==> config.mk <==
export PLATFORM = sky130hd
export DESIGN_NAME = mem_stage_lsu_flat
export DESIGN_NICKNAME = d
export VERILOG_FILES = /design/src/rtl/mem_stage_lsu_if.sv /design/src/rtl/mem_stage_lsu.sv /design/src/flat_wrapper.sv
export SDC_FILE = /design/constraint.sdc
export NUM_CORES = 1
export LEC_CHECK = 0
export CAP_MARGIN = 20
export CORE_MARGIN = 10
export CORE_UTILIZATION = 40
export CTS_CLUSTER_DIAMETER = 50
export CTS_CLUSTER_SIZE = 20
export DETAILED_ROUTE_END_ITERATION = 6
export PLACE_DENSITY_LB_ADDON = 0.15
export SYNTH_ARGS = -nofsm -noshare
export SYNTH_HDL_FRONTEND = slang
export SYNTH_SLANG_ARGS = --single-unit
==> constraint.sdc <==
create_clock -name clk -period 3.92 [get_ports clk]
set_clock_uncertainty 0.1 [all_clocks]
set_input_delay 0.98 -clock clk [delete_from_list [all_inputs] [get_ports clk]]
set_output_delay 0.98 -clock clk [all_outputs]
set_load 0.005 [all_outputs]
==> src/rtl/mem_stage_lsu_if.sv <==
// rtl/mem_stage_lsu_if.sv - data-memory req/gnt/rvalid bus between the LSU and data memory
interface mem_stage_lsu_if;
  logic        dmem_req;
  logic        dmem_we;
  logic [31:0] dmem_addr;
  logic [3:0]  dmem_be;
  logic [31:0] dmem_wdata;
  logic        dmem_gnt;
  logic        dmem_rvalid;
  logic [31:0] dmem_rdata;

  modport master (
    output dmem_req, dmem_we, dmem_addr, dmem_be, dmem_wdata,
    input  dmem_gnt, dmem_rvalid, dmem_rdata
  );

  modport slave (
    input  dmem_req, dmem_we, dmem_addr, dmem_be, dmem_wdata,
    output dmem_gnt, dmem_rvalid, dmem_rdata
  );
endinterface

==> src/rtl/mem_stage_lsu.sv <==
// rtl/mem_stage_lsu.sv - RV32I MEM stage: issues loads/stores, steers lanes, extends loads, stalls while busy
module mem_stage_lsu #(
  parameter int unsigned TIMEOUT = 16
) (
  input  logic                   clk,
  input  logic                   rstN,
  input  logic                   memRead_In,
  input  logic                   memWrite_In,
  input  logic [2:0]             funct3_In,
  input  logic [31:0]            aluOut_In,
  input  logic [31:0]            storeD_In,
  input  logic                   regWrite_In,
  input  logic                   memToRegWrite_In,
  input  logic [4:0]             rd_In,
  input  logic                   hold_In,
  mem_stage_lsu_if.master        dmem,
  output logic                   stall_Mem,
  output logic [31:0]            readD_Mem,
  output logic [31:0]            aluOut_Mem,
  output logic [4:0]             rd_Mem,
  output logic                   regWrite_Mem,
  output logic                   memToRegWrite_Mem,
  output logic                   fault_Mem,
  output logic [1:0]             faultCause_Mem
);

  typedef enum logic [1:0] {S_IDLE, S_REQ, S_RESP, S_DONE} state_t;

  localparam logic [7:0] CNT_LAST = 8'(TIMEOUT - 1);

  state_t      state_q, state_d;
  logic [7:0]  cnt_q, cnt_d;
  logic [31:0] cap_q, cap_d;

  logic        op_present, is_store, illegal, misaligned;
  logic [1:0]  size, off;
  logic [3:0]  be_lanes;
  logic [31:0] wdata_lanes, shifted, load_ext;
  logic        req, busy, finish, flt, timeout_hit;
  logic [1:0]  cause;
  logic [31:0] rdata_o;

  // Both read and write asserted is treated as a load.
  assign op_present  = memRead_In | memWrite_In;
  assign is_store    = memWrite_In & ~memRead_In;
  assign size        = funct3_In[1:0];
  assign off         = aluOut_In[1:0];
  assign illegal     = (funct3_In == 3'b011) || (funct3_In == 3'b110) || (funct3_In == 3'b111);
  assign misaligned  = ((size == 2'b01) && off[0]) || ((size == 2'b10) && (off != 2'b00));
  assign timeout_hit = (cnt_q == CNT_LAST);
  assign shifted     = dmem.dmem_rdata >> {off, 3'b000};

  always_comb begin
    be_lanes    = 4'b1111;
    wdata_lanes = storeD_In;
    case (size)
      2'b00: begin
        be_lanes    = 4'b0001 << off;
        wdata_lanes = {4{storeD_In[7:0]}};
      end
      2'b01: begin
        be_lanes    = off[1] ? 4'b1100 : 4'b0011;
        wdata_lanes = {2{storeD_In[15:0]}};
      end
      default: ;
    endcase
  end

  always_comb begin
    load_ext = shifted;
    case (funct3_In)
      3'b000:  load_ext = {{24{shifted[7]}}, shifted[7:0]};
      3'b001:  load_ext = {{16{shifted[15]}}, shifted[15:0]};
      3'b100:  load_ext = {24'd0, shifted[7:0]};
      3'b101:  load_ext = {16'd0, shifted[15:0]};
      default: ;
    endcase
  end

  always_comb begin
    state_d = state_q;
    cnt_d   = cnt_q;
    cap_d   = cap_q;
    req     = 1'b0;
    busy    = 1'b0;
    finish  = 1'b0;
    flt     = 1'b0;
    cause   = 2'b00;
    rdata_o = '0;
    case (state_q)
      S_IDLE, S_REQ: begin
        if (state_q == S_REQ || (op_present && !illegal && !misaligned)) begin
          req = 1'b1;
          if (dmem.dmem_gnt) begin
            if (is_store) begin
              finish = 1'b1;
            end else if (dmem.dmem_rvalid) begin
              finish  = 1'b1;
              rdata_o = load_ext;
              cap_d   = load_ext;
            end else begin
              state_d = S_RESP;
              cnt_d   = '0;
              busy    = 1'b1;
            end
          end else if (state_q == S_IDLE) begin
            state_d = S_REQ;
            cnt_d   = '0;
            busy    = 1'b1;
          end else if (timeout_hit) begin
            req    = 1'b0;
            flt    = 1'b1;
            cause  = 2'b11;
            cap_d  = '0;
            finish = 1'b1;
          end else begin
            cnt_d = cnt_q + 8'd1;
            busy  = 1'b1;
          end
        end else if (op_present) begin
          flt    = 1'b1;
          cause  = illegal ? 2'b10 : 2'b01;
          cap_d  = '0;
          finish = 1'b1;
        end
      end
      S_RESP: begin
        if (dmem.dmem_rvalid) begin
          finish  = 1'b1;
          rdata_o = load_ext;
          cap_d   = load_ext;
        end else if (timeout_hit) begin
          flt    = 1'b1;
          cause  = 2'b11;
          cap_d  = '0;
          finish = 1'b1;
        end else begin
          cnt_d = cnt_q + 8'd1;
          busy  = 1'b1;
        end
      end
      S_DONE: begin
        // Completed access parked while the pipeline is held; never reissued.
        rdata_o = cap_q;
        if (!hold_In) state_d = S_IDLE;
      end
      default: state_d = S_IDLE;
    endcase
    if (finish) state_d = hold_In ? S_DONE : S_IDLE;
  end

  always_ff @(posedge clk or negedge rstN) begin
    if (!rstN) begin
      state_q <= S_IDLE;
      cnt_q   <= '0;
      cap_q   <= '0;
    end else begin
      state_q <= state_d;
      cnt_q   <= cnt_d;
      cap_q   <= cap_d;
    end
  end

  // Every output is forced low while reset is asserted, including the request.
  assign dmem.dmem_req      = rstN & req;
  assign dmem.dmem_we       = rstN & is_store;
  assign dmem.dmem_addr     = rstN ? {aluOut_In[31:2], 2'b00} : '0;
  assign dmem.dmem_be       = rstN ? be_lanes : '0;
  assign dmem.dmem_wdata    = rstN ? wdata_lanes : '0;

  assign stall_Mem          = rstN & busy;
  assign readD_Mem          = rstN ? rdata_o : '0;
  assign aluOut_Mem         = rstN ? aluOut_In : '0;
  assign rd_Mem             = rstN ? rd_In : '0;
  assign regWrite_Mem       = rstN & regWrite_In & ~busy & ~flt;
  assign memToRegWrite_Mem  = rstN & memToRegWrite_In & ~busy & ~flt;
  assign fault_Mem          = rstN & flt;
  assign faultCause_Mem     = rstN ? cause : 2'b00;

endmodule

==> src/flat_wrapper.sv <==
// flat-port wrapper written by rule: the top's interface ports become plain ports
module mem_stage_lsu_flat 
#(
  parameter int unsigned TIMEOUT = 16
)
  (clk, rstN, memRead_In, memWrite_In, funct3_In, aluOut_In, storeD_In, regWrite_In, memToRegWrite_In, rd_In, hold_In, stall_Mem, readD_Mem, aluOut_Mem, rd_Mem, regWrite_Mem, memToRegWrite_Mem, fault_Mem, faultCause_Mem, dmem_dmem_req, dmem_dmem_we, dmem_dmem_addr, dmem_dmem_be, dmem_dmem_wdata, dmem_dmem_gnt, dmem_dmem_rvalid, dmem_dmem_rdata);
  mem_stage_lsu_if dmem_i ();
  input  logic clk;
  input  logic rstN;
  input  logic memRead_In;
  input  logic memWrite_In;
  input  logic [2:0] funct3_In;
  input  logic [31:0] aluOut_In;
  input  logic [31:0] storeD_In;
  input  logic regWrite_In;
  input  logic memToRegWrite_In;
  input  logic [4:0] rd_In;
  input  logic hold_In;
  output logic stall_Mem;
  output logic [31:0] readD_Mem;
  output logic [31:0] aluOut_Mem;
  output logic [4:0] rd_Mem;
  output logic regWrite_Mem;
  output logic memToRegWrite_Mem;
  output logic fault_Mem;
  output logic [1:0] faultCause_Mem;
  output wire logic [$bits(dmem_i.dmem_req)-1:0] dmem_dmem_req;
  output wire logic [$bits(dmem_i.dmem_we)-1:0] dmem_dmem_we;
  output wire logic [$bits(dmem_i.dmem_addr)-1:0] dmem_dmem_addr;
  output wire logic [$bits(dmem_i.dmem_be)-1:0] dmem_dmem_be;
  output wire logic [$bits(dmem_i.dmem_wdata)-1:0] dmem_dmem_wdata;
  input wire logic [$bits(dmem_i.dmem_gnt)-1:0] dmem_dmem_gnt;
  input wire logic [$bits(dmem_i.dmem_rvalid)-1:0] dmem_dmem_rvalid;
  input wire logic [$bits(dmem_i.dmem_rdata)-1:0] dmem_dmem_rdata;
  assign dmem_dmem_req = dmem_i.dmem_req;
  assign dmem_dmem_we = dmem_i.dmem_we;
  assign dmem_dmem_addr = dmem_i.dmem_addr;
  assign dmem_dmem_be = dmem_i.dmem_be;
  assign dmem_dmem_wdata = dmem_i.dmem_wdata;
  assign dmem_i.dmem_gnt = dmem_dmem_gnt;
  assign dmem_i.dmem_rvalid = dmem_dmem_rvalid;
  assign dmem_i.dmem_rdata = dmem_dmem_rdata;
  mem_stage_lsu #(.TIMEOUT(TIMEOUT)) u_core (.clk(clk), .rstN(rstN), .memRead_In(memRead_In), .memWrite_In(memWrite_In), .funct3_In(funct3_In), .aluOut_In(aluOut_In), .storeD_In(storeD_In), .regWrite_In(regWrite_In), .memToRegWrite_In(memToRegWrite_In), .rd_In(rd_In), .hold_In(hold_In), .dmem(dmem_i), .stall_Mem(stall_Mem), .readD_Mem(readD_Mem), .aluOut_Mem(aluOut_Mem), .rd_Mem(rd_Mem), .regWrite_Mem(regWrite_Mem), .memToRegWrite_Mem(memToRegWrite_Mem), .fault_Mem(fault_Mem), .faultCause_Mem(faultCause_Mem));
endmodule
Cells by drive strength:
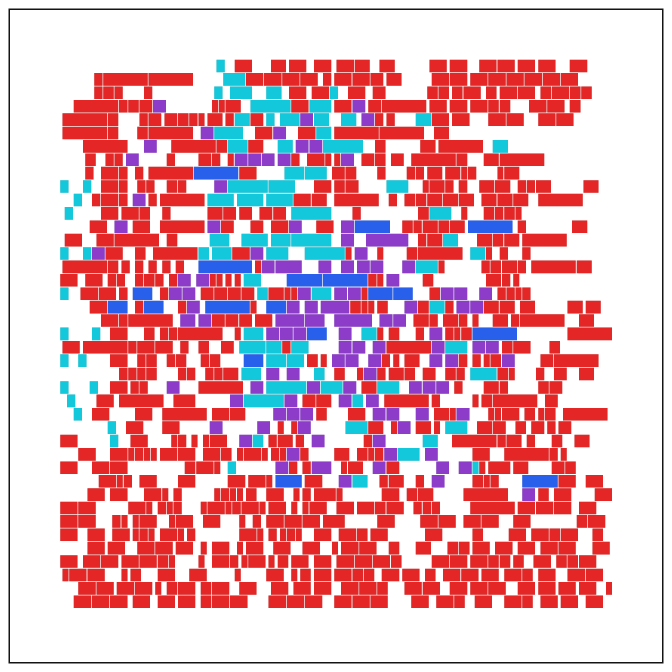
| color | size | cells | share |
|---|---|---|---|
| red | _0 and _1 cells | 732 | 77% |
| blue | _6 and larger | 18 | 1.9% |
| cyan | _2 cells | 86 | 9.1% |
| purple | _3 and _4 cells | 114 | 12% |
post-layout instance area: 0.00847 mm²
growth of design area from synthesis to finish: 67.6%
Non-Clock Buffer Count: 372
final worst slack: 64.7 ps

==> Changelog: implementation <==
### Implementation results

* Storage cell area at 0.00105 mm²
* Most common library cells after synthesis: nor2_1 (51), and2_1 (47), a21oi_1 (44)
* Number of enable-type register cells in the synthesized netlist at 0
* Standby leakage power at 3.54 nW
* Final core occ at 0.677
* Max Slew Vio Count at 0
* Power density over the cells at 409 mW/mm²
* Number of cell instances after yosys synthesis at 663
* Power share of the combinational group at 0.641
* Number of buffers inserted by hold repair at cts at 0
* Setup slack of the worst register-to-register path at 1560 ps
* Wire per inst at 22.2 µm
* Largest non-sequential cell family by area: AND-OR/OR-AND gates
* Area used by multi-input combinational logic at 0.00363 mm²
* Post-detailed-placement cell area at 0.00813 mm²
* Max Fanout on Critical Path at 12
* Largest contributor to cell area by class: multi-input combinational cells
* Worst-case reg-to-reg path depth at 8
* Switching share of total power at 0.446
* Synth flops at 42
* Total negative slack for setup checks at 0 ps
* Post-route antenna net violation count at 0
* Overall power after layout at 0.00347 W
* Initial antenna violation count at 0
* Worst hold path type: register to register
* FFs & Latches at 42
* Minimum hold slack at 425 ps
* Cell types occupying the most area after synthesis: dfrtp_1 (21%), and2_1 (5.8%), buf_4 (5.5%), mux2i_1 (5.0%), a21oi_1 (4.4%)
* Net count, final at 1,063
* Clock root buffer master: clkbuf_16
* Internal power component at 0.00192 W
* Clk power at 0.000486 W
* Setup violation total in the final timing report at 0
* Sequential share of cell area at 0.124
* End of the worst register-to-register path: u_core.cap_q[24]
* Total clock buffers created by CTS at 5
* Area share of and/or/nand/nor cells after synthesis at 0.265
* Capturing instance or port of the critical path: readD_Mem[1]
* Most numerous cell on the critical path: buf_6
* Overall die height at 132 µm
* Count of TritonRoute iterations in the first routing pass at 5
* Met3 Resource Use GR at 0.0477
* CTS tree: yes
* Most used cells in the layout excluding fill and tap cells: clkdlybuf4s50_1 (203), buf_4 (106), nor2_1 (50), and2_1 (46), dfrtp_1 (42)
* Timing startpoint of the critical path: aluOut_In[0]
* Metal2 WL at 12.7 mm
* Arrival time reported for the critical path endpoint at 2780 ps
* Number of warnings the tools reported at 27
* Final HPWL DP at 19.7 mm
* Fin. Hold Viols at 0
* Pre-CTS setup slack at -630 ps
* Critical-path cell list: clkdlybuf4s15_1, buf_6, buf_6, mux4_2, a31oi_1, nor3_1, dlygate4sd2_1
* Standard cell core area at 0.0125 mm²
* Routed wire length at 24.9 mm
* Arithmetic-cell share of the synthesized area counting full adders, half adders and majority gates at 0.00248
* Area leader share at 0.208
* Pre-Place Util at 0.404
* Full die area at 0.0175 mm²
* Final period util at 0.983
* Logic Gate Count at 518
* Post-CTS setup repair buffer count at 9
* Insertion delay at the late pin of the worst-skew pair at 290 ps
* Fraction of area in multi-input gates at 0.428
* Cell class contributing the biggest share of worst-path delay: buffers and inverters
* Setup CP Type: input port to primary output
* Nature of the critical path endpoint: primary output
* Post-synthesis cell type count at 69
* Port-buffer cells at 255
* Number of instances in the synthesized netlist at 663
* First-pass GRT wire length at 38.8 mm
* Violation tally from detailed-route iteration zero at 748
* Yosys warning count at 0
* Global Route met2 Usage at 0.471
* Crit path max-delay cell type: mux4_2
* Met3 Routed Length at 1.61 mm
* Sequential power at 0.000760 W
* Signal inverters at 10
* Vias in the first global route at 6,753
* Pin count of the biggest net entering global routing at 81
* Worst path buffer plus inverter count at 4
* Count of clock-net buffers in the final layout at 7
* RePlAce Congestion at 0.972
* Fill cell instance count of the final layout at 1,052
* Final cell count without fillers at 1,122
* Most frequent cell after synthesis: nor2_1
* Overflow after GRT at 0
* Clock group share of total power at 0.140
* Post-synth mux share at 0.107
* Main power group: combinational cells
* Yosys xor share at 0.00173
* Synthesized chip area reported by yosys at 0.00505 mm²
* Highest routing layer actually used: met4
* Buffer depth of the longest clock path at 2
* Data buffer area share at 0.398
* Relative slew slack at 0.600
* Layer carrying the most global-route usage: met2
* Total number of H-tree levels at 2
* Mapped Area at 0.00505 mm²
* Antenna fix cells at 0
* Aoi share at 0.303
* Critical Path Stages at 7
* Result of the run: complete, no violations
* TritonCTS Sinks at 42
* Fraction of layout instances using a drive strength above 1 at 0.229
* Async set-reset flop share out of synthesis at 1.00
* Kind of launch point of the worst setup path: input port
* Total I/O pin count at 258
* Maximum clock rate at 259 MHz
* Per-cell via count in the routed design at 6.04
* Tally of max-capacitance violations at 0
* Portion of the post-synthesis area used by sequential elements at 0.208
* Longest individual stage delay on the worst path at 570 ps
* Post-Route M1 WL at 10.0 mm
* Final critical path time including I/O delays and setup at 3860 ps
* Placed Instances at 1,102
* Via Count at 6,782
Clock wires, drivers and flops:
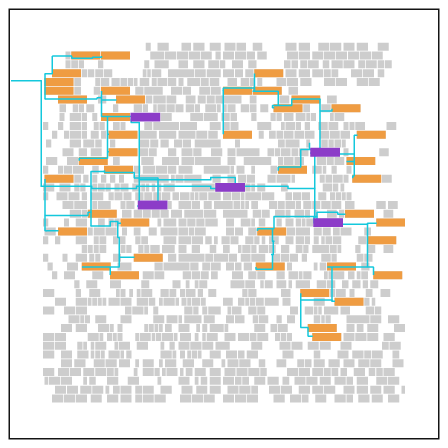
[orange] flip-flops | count: 42
[purple] clock drivers | count: 5
[cyan] clock wires | length: 706 µm
routed clock nets: 6

-- sequential cells by signal, indices dropped and copies added, names as in the netlist --
signal,count
u_core.cap_q,32
u_core.state_q,2
u_core.cnt_q,8
-- worst min-delay path by stage --
| stage | from | end | slack (ps) | cells after the start |
|---|---|---|---|---|
| after floorplan | u_core.cnt_q[7] | u_core.cnt_q[7] | 370 | 1 |
| after global placement | u_core.cap_q[5] | u_core.cap_q[5] | 400 | 1 |
| after detailed placement | u_core.cap_q[5] | u_core.cap_q[5] | 400 | 1 |
| after CTS | u_core.cap_q[5] | u_core.cap_q[5] | 420 | 1 |
| after global routing | u_core.cap_q[1] | u_core.cap_q[1] | 440 | 1 |
| final | u_core.cap_q[4] | u_core.cap_q[4] | 420 | 1 |
Power and IR drop assume default switching activity.
